[src/rtl/addsub_serial_if.sv]
// addsub_serial_if: operand/result handshake bundle for the bit-serial adder.
//   master : upstream initiator. It drives in_valid, a, b, sub and out_ready.
//   slave  : addsub_serial. It drives in_ready, out_valid, result, cout and overflow.
//
// Handshake rule: a transfer happens on a rising clk edge where valid && ready.
// The valid side holds its payload until that edge. The ready side may
// change ready freely. Neither ready depends combinationally on the other
// side's valid.
interface addsub_serial_if #(
  parameter int WIDTH = 4
);
  logic             in_valid;
  logic             in_ready;
  logic [WIDTH-1:0] a;
  logic [WIDTH-1:0] b;
  logic             sub;
  logic             out_valid;
  logic             out_ready;
  logic [WIDTH-1:0] result;
  logic             cout;
  logic             overflow;

  modport master (
    output in_valid, a, b, sub, out_ready,
    input  in_ready, out_valid, result, cout, overflow
  );

  modport slave (
    input  in_valid, a, b, sub, out_ready,
    output in_ready, out_valid, result, cout, overflow
  );
endinterface

[src/rtl/addsub_serial.sv]
// addsub_serial: bit-serial adder/subtractor. It computes a+b or a-b one bit
// per cycle, LSB first, over WIDTH cycles.
//   clk       : rising-edge clock
//   rst       : asynchronous, active-high reset
//   bus       : addsub_serial_if slave. Operands are accepted on in_valid/in_ready.
//               result, cout and overflow are returned on out_valid/out_ready.
//   dbg_state : current FSM state (0 = IDLE, 1 = SHIFT, 2 = DONE)
//
// Subtraction is performed as a + ~b + 1. When sub is set, the inverted b is
// latched and the carry starts at 1. cout = 0 therefore means a borrow occurred.
module addsub_serial #(
  parameter int WIDTH = 4
) (
  input  logic       clk,
  input  logic       rst,
  addsub_serial_if.slave bus,
  output logic [1:0] dbg_state
);

  localparam int CW = $clog2(WIDTH + 1);
  localparam logic [CW-1:0] LAST = CW'(WIDTH - 1);

  typedef enum logic [1:0] {
    IDLE  = 2'd0,
    SHIFT = 2'd1,
    DONE  = 2'd2
  } state_t;

  state_t state, state_next;

  logic [WIDTH-1:0] a_sr;
  logic [WIDTH-1:0] b_sr;
  logic [WIDTH-1:0] res_sr;
  logic [CW-1:0]    cnt;
  logic             carry;
  logic [WIDTH-1:0] result_q;
  logic             cout_q;
  logic             ovf_q;

  logic sum_bit;
  logic carry_next;

  // Full adder on the current LSBs.
  assign sum_bit    = a_sr[0] ^ b_sr[0] ^ carry;
  assign carry_next = (a_sr[0] & b_sr[0]) | (a_sr[0] & carry) | (b_sr[0] & carry);

  // State register.
  always_ff @(posedge clk or posedge rst) begin
    if (rst) state <= IDLE;
    else     state <= state_next;
  end

  // Next-state logic.
  always_comb begin
    state_next = state;
    case (state)
      IDLE:    if (bus.in_valid)  state_next = SHIFT;
      SHIFT:   if (cnt == LAST)   state_next = DONE;
      DONE:    if (bus.out_ready) state_next = IDLE;
      default: state_next = IDLE;
    endcase
  end

  // Outputs are decoded from state only. No input reaches a ready or valid output combinationally.
  always_comb begin
    bus.in_ready  = (state == IDLE);
    bus.out_valid = (state == DONE);
    dbg_state     = state;
  end

  // Datapath.
  always_ff @(posedge clk or posedge rst) begin
    if (rst) begin
      a_sr     <= '0;
      b_sr     <= '0;
      res_sr   <= '0;
      cnt      <= '0;
      carry    <= 1'b0;
      result_q <= '0;
      cout_q   <= 1'b0;
      ovf_q    <= 1'b0;
    end else begin
      case (state)
        IDLE: begin
          if (bus.in_valid) begin
            a_sr   <= bus.a;
            b_sr   <= bus.sub ? ~bus.b : bus.b;
            carry  <= bus.sub;
            cnt    <= '0;
            res_sr <= '0;
          end
        end
        SHIFT: begin
          a_sr   <= a_sr >> 1;
          b_sr   <= b_sr >> 1;
          res_sr <= {sum_bit, res_sr[WIDTH-1:1]};
          carry  <= carry_next;
          cnt    <= cnt + CW'(1);
          if (cnt == LAST) begin
            // The visible outputs update only on this edge, which enters DONE.
            // On the MSB, carry is the carry into the MSB. Signed overflow is
            // that carry XOR the carry out of the MSB.
            result_q <= {sum_bit, res_sr[WIDTH-1:1]};
            cout_q   <= carry_next;
            ovf_q    <= carry ^ carry_next;
          end
        end
        default: ;
      endcase
    end
  end

  assign bus.result   = result_q;
  assign bus.cout     = cout_q;
  assign bus.overflow = ovf_q;

endmodule

[src/flat_wrapper.sv]
// flat-port wrapper written by rule: the top's interface ports become plain ports
module addsub_serial_flat 
#(
  parameter int WIDTH = 4
)
  (clk, rst, dbg_state, bus_in_valid, bus_a, bus_b, bus_sub, bus_out_ready, bus_in_ready, bus_out_valid, bus_result, bus_cout, bus_overflow);
  addsub_serial_if #(.WIDTH(WIDTH)) bus_i ();
  input  logic clk;
  input  logic rst;
  output logic [1:0] dbg_state;
  input wire logic [$bits(bus_i.in_valid)-1:0] bus_in_valid;
  input wire logic [$bits(bus_i.a)-1:0] bus_a;
  input wire logic [$bits(bus_i.b)-1:0] bus_b;
  input wire logic [$bits(bus_i.sub)-1:0] bus_sub;
  input wire logic [$bits(bus_i.out_ready)-1:0] bus_out_ready;
  output wire logic [$bits(bus_i.in_ready)-1:0] bus_in_ready;
  output wire logic [$bits(bus_i.out_valid)-1:0] bus_out_valid;
  output wire logic [$bits(bus_i.result)-1:0] bus_result;
  output wire logic [$bits(bus_i.cout)-1:0] bus_cout;
  output wire logic [$bits(bus_i.overflow)-1:0] bus_overflow;
  assign bus_i.in_valid = bus_in_valid;
  assign bus_i.a = bus_a;
  assign bus_i.b = bus_b;
  assign bus_i.sub = bus_sub;
  assign bus_i.out_ready = bus_out_ready;
  assign bus_in_ready = bus_i.in_ready;
  assign bus_out_valid = bus_i.out_valid;
  assign bus_result = bus_i.result;
  assign bus_cout = bus_i.cout;
  assign bus_overflow = bus_i.overflow;
  addsub_serial #(.WIDTH(WIDTH)) u_core (.clk(clk), .rst(rst), .bus(bus_i), .dbg_state(dbg_state));
endmodule
[config.mk]
export PLATFORM = sky130hd
export DESIGN_NAME = addsub_serial_flat
export DESIGN_NICKNAME = d
export VERILOG_FILES = /design/src/rtl/addsub_serial_if.sv /design/src/rtl/addsub_serial.sv /design/src/flat_wrapper.sv
export SDC_FILE = /design/constraint.sdc
export NUM_CORES = 1
export LEC_CHECK = 0
export ABC_AREA = 1
export CAP_MARGIN = 25
export CORE_MARGIN = 2
export CORE_UTILIZATION = 49
export CTS_CLUSTER_DIAMETER = 40
export DETAILED_ROUTE_END_ITERATION = 6
export GPL_ROUTABILITY_DRIVEN = 0
export GPL_TIMING_DRIVEN = 1
export PLACE_DENSITY = 0.77
export SLEW_MARGIN = 20
export SYNTH_ARGS = -nofsm -noshare
export SYNTH_HDL_FRONTEND = slang
export SYNTH_SLANG_ARGS = --single-unit
[constraint.sdc]
create_clock -name clk -period 1.4 [get_ports clk]
set_input_delay 0.21 -clock clk [delete_from_list [all_inputs] [get_ports clk]]
set_output_delay 0.21 -clock clk [all_outputs]
set_load 0.01 [all_outputs]
==> deck_impl_summary.md, run 1 <==
Key Metrics from the Run

Status
  • Status: finished, final reports clean

Layout
  • Synth-to-Final Area Change: 30.87%
  • Flop count: 23
  • Filler instances: 186
  • Nonclk buf count: 33
  • Multi-input gate count: 82
  • Antenna cells: 0
  • Final Cell Area: roughly 0.0014 mm^2
  • Comb area share: 30.92%
  • NumNets Final: 173
  • Commonest Layout Cell: nand2_1
  • Clock-cell share of area: 1.855%
  • Largest cell class: sequential cells
  • Ratio of cells with drive above 1 in the final layout: between 15 and 20%
  • Most instantiated logic cells after routing: 38 x nand2_1, 23 x dfrtp_1, 21 x nand3_1
  • Inverters excl. clock: 14
  • Layout non-clock buf frac: 20.41%

Global routing
  • First-pass GRT wire length: 3.581 mm
  • Busiest grt layer: met2
  • Grt met2 use: 32.25%
  • Total congestion overflow: 0
  • Met1 usage: between 20% and 30%
  • Antenna violations before repair: 0
  • Vias in the first global route: roughly 890

Placement
  • Port Buffers: 22
  • Placed cell areas: 0.001389 mm^2
  • Dpl ws: 0.06410 ns

Critical path
  • Reg2reg end: u_core.bus.overflow$_DFFE_PP0P_
  • Worst-path maximum fanout: 3
  • Crit path DRT: 1.19 ns
  • Reg2reg path depth: 4
  • CP endpoint kind: output pin
  • Worst R2R Setup Slack: around 0.090 ns
  • Arr. time, crit path: ~1.1 ns

Final timing
  • Fin. Hold Viols: 0
  • Setup WS post-layout: ~0.06 ns
  • Setup_tns: 0 ns
  • Slew Viols, Final: 0
  • Hold WS: 0.2226 ns
  • Slew headroom: about four fifths
  • RSZ-0062 raised after global routing: no
  • Minimum clock period: about 1.3 ns
  • Slew @ Worst Pin: 0.2905 ns

Synth
  • Synth Flop Type: dfrtp_1
  • Warnings, synthesis: 0
  • Count leader, synth: nand2_1
  • Top cells, area: dfrtp_1 53%, nand2_1 14%, nand3_1 9.7%, inv_1 4.5%, o21ai_2 3.2%
  • Syn Nets: 138
  • Cell Type Count: 18
  • Asr flop ratio synth: 100.0%
  • Flip-flops with a built-in enable: 0
  • Synth Seq Share: 53.18%
  • Cells after Synth: 122
  • Top cells by count, synth: 39 x nand2_1, 23 x dfrtp_1, 21 x nand3_1
  • YS chip area: 0.001082 mm^2
  • Synth area leader: dfrtp_1

CTS
  • H-tree levels: 1
  • Post-CTS Resized: 14
  • Worst-path clk slew: 0.12 ns
  • # Post-CTS Setup Buffers: 1
  • Hold Buf Count CTS: 0
  • Max clock buf depth: 2

Detailed routing
  • Met1 Wirelength: 930 um
  • Vias/cell: 4.918
  • Top layer in use: met4
  • Met2 wire length: 1.032 mm
  • TritonRoute pass-1 iters: 2
  • DR iter-0 viols: 14

Hold path
  • HP Class: in2async

Power
  • P per Cell Area: roughly 2000 mW/mm^2
  • Psw: roughly 1100 uW
  • Flop pwr share: 39.1%
  • Design Power: ~2800 uW
  • Logic gate share of total power: between 50% and 60%
  • Cell internal pwr: approximately 1700 uW
  • Clock share of power: 10.9%

Run
  • Max_cap viols: 0

Floorplanning
  • Placement Rows: 17
==> run 1: worst max-delay path, cell delays in order (launching register included) <==
cell and delay, ns:
dfrtp_1 0.42, buf_4 0.15, nor2_2 0.12, buf_2 0.14
==> run 1: logic make-up (layout without fill, tap and decap cells) <==
family	Yosys count	count (layout)	synth area share (%)
AND-OR/OR-AND	11	11	7.283
XOR/XNOR	2	2	1.619
adder cells (fa/ha/maj)	3	3	4.162
buffers and inverters	17	51	7.052
flip-flops	23	23	53.18
AND/OR/NAND/NOR	66	66	26.70
==> run 1: worst max-delay path by stage <==
stage	from	to	slack, ns	cells past startpoint
6_report	u_core.dbg_state[0]$_DFFE_PP0P_	bus_in_ready	0.06	3
5_1_grt	u_core.dbg_state[0]$_DFFE_PP0P_	bus_in_ready	0.007	3
4_1_cts	u_core.dbg_state[1]$_DFFE_PP0P_	dbg_state[1]	0.02	2
3_5_place_dp	u_core.dbg_state[0]$_DFFE_PP0P_	bus_in_ready	0.06	2
3_3_place_gp	u_core.dbg_state[0]$_DFFE_PP0P_	bus_in_ready	0.07	2
2_1_floorplan	u_core.carry$_DFFE_PP0P_	u_core.bus.overflow$_DFFE_PP0P_	0.15	4
==> run 1: power by group through the flow <==
stage                     clock [uW]  sequential [uW]  combinational, uW
final                            303             1090               1400
after global routing             337             1120               1560
after CTS                        322             1090               1390
after detailed placement           0             1120               1440
after global placement             0             1100               1400
after floorplan                    0             1140                812
==> run 1: sequential cells by signal (all words and copies together) (netlist names) <==
name / cells
u_core.a_sr: 4
u_core.b_sr: 4
u_core.bus.cout: 1
u_core.bus.overflow: 1
u_core.bus.result: 4
u_core.carry: 1
u_core.cnt: 3
u_core.dbg_state: 2
u_core.res_sr: 3
Figure 1. PDN straps and rails (run 1).
Drawn at 8 px/um. Pins as bars on the die edge. Tap cells in gray.
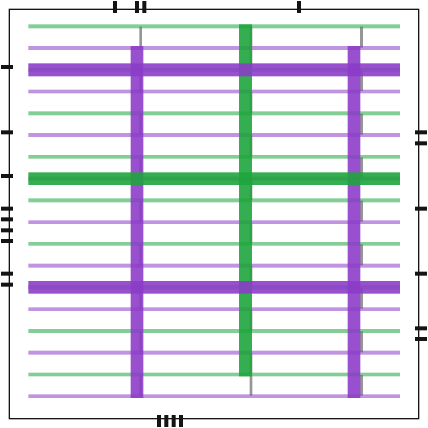
VSS -> purple
VDD -> green
rows = 17
tap cells = 28
signal pins = 23
met5 straps = 3
met4 straps = 3
die width: 51.00 um
Die Y: 51.00 um
peak supply drop: 1.392 mV
core area: 0.002148 mm^2

Figure 2. The metal 3 layer (run 1).
Drawn at 6 px/um.
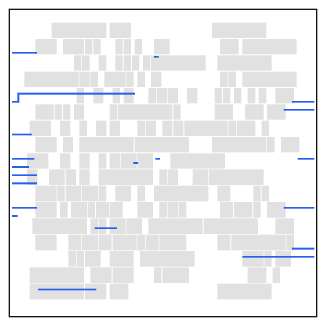
share of all routed wire = 4.4%
main direction = horizontal
met3 Usage GRT: 3.801%
Routed WL: 2.093 mm
vias: 905

Figure 3. Clock nets (run 1).
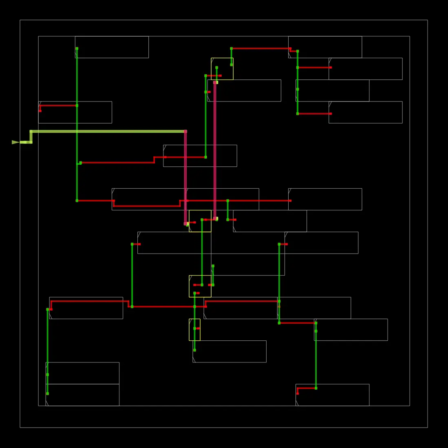
clk_skew: 0.004277 ns
CTS buffer count: 3
CTS Sinks: 23
Insertion Delay late pin: 0.31 ns

Figure 4. Signal wires by layer (run 1).
Drawn at 8 px/um.
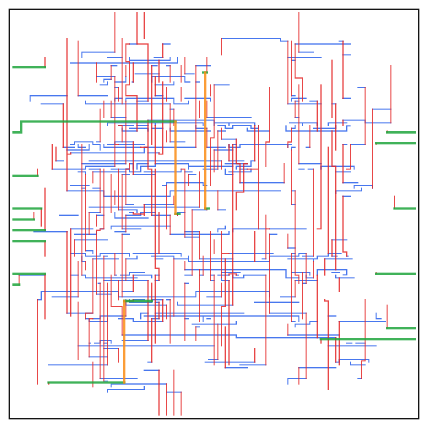
met1 -> blue  # wire length 931 um
met4 -> orange  # wire length 38.8 um
met2 -> red  # wire length 1,030 um
met3 -> green  # wire length 91.3 um
wire per inst: 11.38 um
GR Util All Layers: 18.84%

==> run 1 -> run 2 <==
- GPL_ROUTABILITY_DRIVEN: 0 -> default
Figure 5. Signal wires by layer (run 2).
Drawn at 8 px/um.
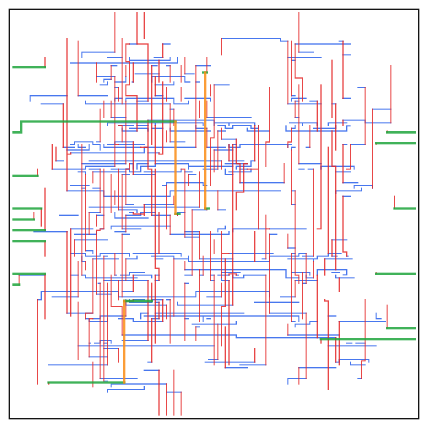

==> run 2 against run 1 <==
Compared with the run above:
- non-clock buffer count unchanged
- hold slack stayed put
- via count did not move
- die size unchanged
- cell count stayed put
- maximum frequency unchanged
- sequential share of layout area did not move
- clock skew unchanged
- clock power about the same
- combinational power hardly changed
- sequential power is essentially flat
- synthesized cell count unchanged
- critical path type unchanged
==> deck_impl_summary.md, run 2 <==
Key Metrics from the Run

Status
  • Status: finished, final reports clean

Final timing
  • Slew @ Worst Pin: 0.2905 ns
  • Slew Viols, Final: 0
  • Slew headroom: 80.63%
  • Clk_skew: 0.004277 ns
  • Fin. Hold Viols: 0
  • Setup_tns: 0 ns
  • Minimum clock period: roughly 1.3 ns
  • RSZ-0062 raised after global routing: no
  • Final setup viols: 0
  • Hold WS: 0.2226 ns
  • Setup WS post-layout: 0.06042 ns

Global routing
  • Grt met2 use: roughly 32%
  • Antenna violations before repair: 0
  • Vias in the first global route: slightly below 900
  • First-pass GRT wire length: ~3.6 mm
  • Total congestion overflow: 0
  • Busiest grt layer: met2
  • Met3 Usage GRT: 3.801%
  • Met1 usage: 22.35%
  • GR Util All Layers: 18.84%

Synth
  • Cell Type Count: 18
  • Cells after Synth: approximately 120
  • Synth Flop Type: dfrtp_1
  • YS chip area: 0.001082 mm^2
  • Syn Area/Cell: ~9 um^2
  • Warnings, synthesis: 0
  • Count leader, synth: nand2_1
  • Syn Nets: 138
  • Asr flop ratio synth: 100.0%
  • Top cells, area: dfrtp_1 53%, nand2_1 14%, nand3_1 9.7%, inv_1 4.5%, o21ai_2 3.2%
  • Top cells by count, synth: 39 x nand2_1, 23 x dfrtp_1, 21 x nand3_1
  • Synth Seq Share: between 50 and 60%
  • Flip-flops with a built-in enable: 0
  • Synth area leader: dfrtp_1

CTS
  • Worst-path clk slew: 0.12 ns
  • Max clock buf depth: 2
  • H-tree levels: 1
  • Insertion Delay late pin: ~0.31 ns
  • CTS Sinks: 23
  • CTS buffer count: 3

Detailed routing
  • Drt drc: 0
  • Vias/cell: 4.918
  • DR iter-0 viols: 14
  • Wire per inst: 11.38 um
  • Vias: 905
  • Routed WL: around 2.1 mm
  • TritonRoute pass-1 iters: 2

Floorplanning
  • Core area: about 0.0021 mm^2
  • Die Y: 51.00 um
  • Placement Rows: 17
  • Die width: 51.00 um
  • Initial Util: 50.38%

Layout
  • Util after Layout: roughly two thirds
  • Final Cell Area: 0.001416 mm^2
  • Antenna cells: 0
  • NumNets Final: roughly 170
  • Comb area: 437.9 um^2
  • Ratio of cells with drive above 1 in the final layout: 16.03%
  • Commonest Layout Cell: nand2_1
  • Fin cells: 184
  • Synth-to-Final Area Change: 30.87%
  • Filler instances: 186
  • Most instantiated logic cells after routing: 38 x nand2_1, 23 x dfrtp_1, 21 x nand3_1
  • Seq. cell area: 575.6 um^2

Critical path
  • Slowest stage delay, CP: between 0.4 and 0.5 ns
  • Arr. time, crit path: 1.13 ns
  • Cells along the critical path: buf_4, nor2_2, buf_2
  • CP max stage cell: dfrtp_1
  • Worst-path maximum fanout: 3
  • Crit path DRT: 1.19 ns
  • CP bufs+invs: 2
  • CP endpoint kind: output pin
  • CP top delay family: flip-flops

Placement
  • Port Buffers: 22
  • Dpl ws: 0.06410 ns
  • DPL Wire Length: between 1.5 and 2 mm
  • Placed cell areas: 0.001389 mm^2

Power
  • P per Cell Area: just under 2000 mW/mm^2
  • Peak supply drop: 1.392 mV
  • Design Power: 2792 uW

Run
  • Max_cap viols: 0

Hold path
  • HP Class: in2async
## run 2: power by group
group	switching, uW	total [uW]	internal [uW]
Combinational	771	1400	626
Clock	192	303	111
Sequential	152	1090	939
Total	1110	2790	1680
## run 2: worst paths after layout
path	startpoint	end	slack (ns)	cells after the start
worst max register to register	u_core.carry$_DFFE_PP0P_	u_core.bus.overflow$_DFFE_PP0P_	0.09	4
max in group asynchronous	rst	u_core.cnt[1]$_DFFE_PP0P_	0.95	3
min in group clk	bus_a[3]	u_core.a_sr[3]$_DFFE_PP0P_	0.43	3
worst min-delay path	rst	u_core.carry$_DFFE_PP0P_	0.22	3
worst min register to register	u_core.bus.result[1]$_DFFE_PP0P_	u_core.bus.result[1]$_DFFE_PP0P_	0.49	2
worst max-delay path	u_core.dbg_state[0]$_DFFE_PP0P_	bus_in_ready	0.06	3
## run 2: per-layer routing
layer	vias to the layer above	part of all wire, %
met5	-	0
met4	0	1.8
met3	6	4.3
met2	19	49
met1	420	44
li1	460	-
## run 2: logic make-up after synthesis
group | after synthesis | synth area share, %
adder cells (fa/ha/maj) | 3 | 4.162
buffers and inverters | 17 | 7.052
XOR/XNOR | 2 | 1.619
AND-OR/OR-AND | 11 | 7.283
AND/OR/NAND/NOR | 66 | 26.70
flip-flops | 23 | 53.18
## run 2: final cells by class
class / instances / share of cell area, %
Inverter: 14 / 3.710
Multi-Input combinational cell: 82 / 30.92
Sequential cell: 23 / 40.64
Clock buffer: 4 / 1.855
Timing Repair Buffer: 33 / 20.41
Tap cell: 28 / 2.473
## run 2: tightest hold or removal path, stage by stage
cell	delay, ns
clkdlybuf4s50_1	0.39
inv_1	0.05
buf_4	0.28
## run 2: timing repair
item | in CTS | in global routing
endpoints found under the setup margin | 10 | 8
setup buffers | 1 | 0
hold buffers | 0 | 0
resized | 14 | 4
Figure 6. The metal 3 layer (run 2).
Drawn at 6 px/um.
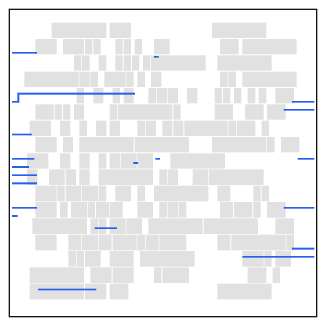

==> run 2 -> run 3 <==
- CORE_ASPECT_RATIO: default -> 0.5
- CORE_UTILIZATION: 49 -> 35
- PLACE_DENSITY: 0.77 -> default
Figure 7. The metal 3 layer (run 3).
Drawn at 4 px/um.
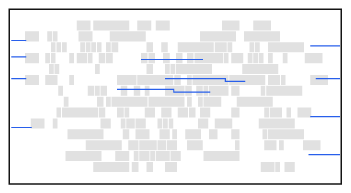
main direction = horizontal
longest straight run = 15.2 um
nets with wire on the layer = 11
wire length on this layer = 102 um
Routed WL: 2.183 mm
vias: 898
met3 Usage GRT: 4.681%

==> run 3 against run 2 <==
Compared with the run above:
- critical path depth shrank 2
- sequential share of layout area shrank 1.7 points
- maximum frequency shrank 0.51%
- global-route usage shrank 4.8 points
- combinational power grew 4%
- first-iteration DRC count grew to 4.6 times the previous value
- clock-buffer cell count shrank 1
==> deck_impl_summary.md, run 3 <==
Key Metrics from the Run

CTS
  • CTS buffer count: 3
  • CTS Sinks: 23
  • Hold Buf Count CTS: 0
  • Post-CTS Resized: 4
  • # Post-CTS Setup Buffers: 2
  • Worst-path clk slew: 0.08 ns
  • H-tree levels: 1
  • Insertion Delay late pin: 0.26 ns
  • Max clock buf depth: 2

Floorplanning
  • Initial Util: 36.34%
  • Placement Rows: 14
  • Die width: 82.64 um
  • Core area: 0.002978 mm^2
  • Die area: 0.003580 mm^2
  • Die Y: 43.32 um

Synth
  • Cell Type Count: 18
  • Cell area after synthesis: 0.001082 mm^2
  • Count leader, synth: nand2_1
  • Flip-flops with a built-in enable: 0
  • Asr flop ratio synth: 100.0%
  • Synth Seq Share: 53.18%
  • Syn Nets: 138
  • Syn Area/Cell: 8.871 um^2
  • Cells after Synth: 122
  • Synth area leader: dfrtp_1
  • Top cells, area: dfrtp_1 53%, nand2_1 14%, nand3_1 9.7%, inv_1 4.5%, o21ai_2 3.2%
  • Yosys Instances: between 100 and 150
  • Warnings, synthesis: 0
  • Synth Flop Type: dfrtp_1
  • YS chip area: 0.001082 mm^2

Hold path
  • HP Class: in2async

Global routing
  • First-pass GRT wire length: 3.677 mm
  • Total congestion overflow: 0
  • Vias in the first global route: 862
  • Busiest grt layer: met2
  • GR Util All Layers: around 14%
  • Antenna violations before repair: 0
  • Met1 usage: 18.78%
  • Grt met2 use: 22.58%

Final timing
  • Slew Viols, Final: 0
  • Clk_skew: around 0.0056 ns
  • Slew headroom: between 80% and 90%
  • Minimum clock period: 1.347 ns
  • Setup_tns: 0 ns
  • Slew @ Worst Pin: 0.2945 ns
  • Fin. Hold Viols: 0
  • Final setup viols: 0
  • RSZ-0062 raised after global routing: no

Detailed routing
  • Met1 Wirelength: 1.092 mm
  • Met3 wire length: 102 um
  • Drt drc: 0
  • Final antenna-violating net count: 0
  • Wire per inst: approximately 11 um
  • DR iter-0 viols: 65
  • Top layer in use: met3
  • TritonRoute pass-1 iters: 4

Critical path
  • Worst r2r src: u_core.carry$_DFFE_PP0P_
  • Arr. time, crit path: 1.14 ns
  • Crit path DRT: ~1.2 ns
  • CP bufs+invs: 1
  • Worst R2R Setup Slack: 0.07 ns
  • Slowest stage delay, CP: 0.53 ns
  • CP top delay family: buffers and inverters
  • Reg2reg end: u_core.bus.overflow$_DFFE_PP0P_
  • CP endpoint kind: output pin
  • CP max stage cell: clkdlybuf4s50_1
  • Worst-path maximum fanout: 2
  • Reg2reg path depth: 4
  • Cells along the critical path: clkdlybuf4s50_1

Placement
  • Port Buffers: 22
  • DPL Wire Length: ~1.6 mm

Layout
  • Synth-to-Final Area Change: 36.65%
  • Antenna cells: 0
  • NumNets Final: ~180
  • Commonest Layout Cell: nand2_1
  • Ratio of cells with drive above 1 in the final layout: between 10% and 20%
  • Most instantiated logic cells after routing: 39 x nand2_1, 23 x dfrtp_1, 21 x nand3_1

Power
  • Peak supply drop: 0.6248 mV
  • P per Cell Area: a little under 2000 mW/mm^2
  • Design Power: around 2900 uW

Run
  • Max_cap viols: 0
  • Number of logged tool warnings: 26

Status
  • Status: finished, final reports clean
run 3: metrics by stage:
stage	utilization [%]	hold slack [ns]	worst slack, ns	cell area, um^2	instances
after global routing	49.66	0.2947	0.01051	1479	198
after global placement	47.39	0.4666	0.1046	1411	192
final	49.66	0.2763	0.05349	1479	198
after floorplan	-	0.2119	0.1544	1082	122
after detailed placement	47.39	0.4680	0.08710	1411	192
after CTS	49.33	0.2909	0.007223	1469	198
run 3: logic make-up (layout without fill, tap and decap cells):
family	count (synthesis)	after routing	share of synthesized area, %
AOI/OAI and AO/OA	11	11	7.283
adders and majority gates	3	3	4.162
DFF	23	23	53.18
buffers and inverters	17	53	7.052
and+or+nand+nor	66	66	26.70
xor gates and xnor gates	2	2	1.619
run 3: how the worst max path moves through the flow:
stage / startpoint / end / cells past startpoint
after detailed placement: u_core.carry$_DFFE_PP0P_ / u_core.bus.overflow$_DFFE_PP0P_ / 4
after CTS: u_core.dbg_state[1]$_DFFE_PP0P_ / bus_in_ready / 3
after floorplan: u_core.carry$_DFFE_PP0P_ / u_core.bus.overflow$_DFFE_PP0P_ / 4
after global routing: u_core.bus.result[1]$_DFFE_PP0P_ / bus_result[1] / 1
final: u_core.bus.result[1]$_DFFE_PP0P_ / bus_result[1] / 1
after global placement: u_core.carry$_DFFE_PP0P_ / u_core.bus.overflow$_DFFE_PP0P_ / 4
run 3: layout make-up:
type / instances / area (um^2)
timing repair buffer: 35 / 321.6
fill: 300 / 1499
multi-input combinational: 82 / 430.4
clock inverter: 1 / 5.005
sequential: 23 / 575.6
clock buffer: 3 / 41.29
inverter: 14 / 55.05
tap: 40 / 50.05
run 3: power by group:
part           leakage, uW  internal (uW)  switching, uW  total (uW)
registers         0.000298            942            149        1090
clock network    0.0000255            198            200         398
logic             0.000520            666            780        1450

==> gallery <==
The metal 2 layer.
panel A
Drawn at 6 px/um.
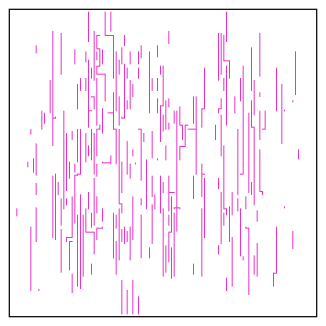
panel B
Drawn at 4 px/um.
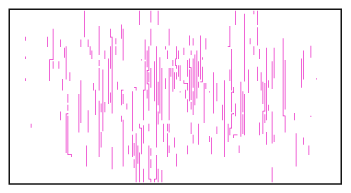
The one with the largest die is panel B.
| picture | from |
|---|---|
| panel B | run 3 |
| panel A | run 2 |

Key to panel B:
wire length on this layer = 989 um
share of all routed wire = 45%
main direction = vertical
longest straight run = 25.2 um
nets with wire on the layer = 135

Power and IR drop assume default switching activity.
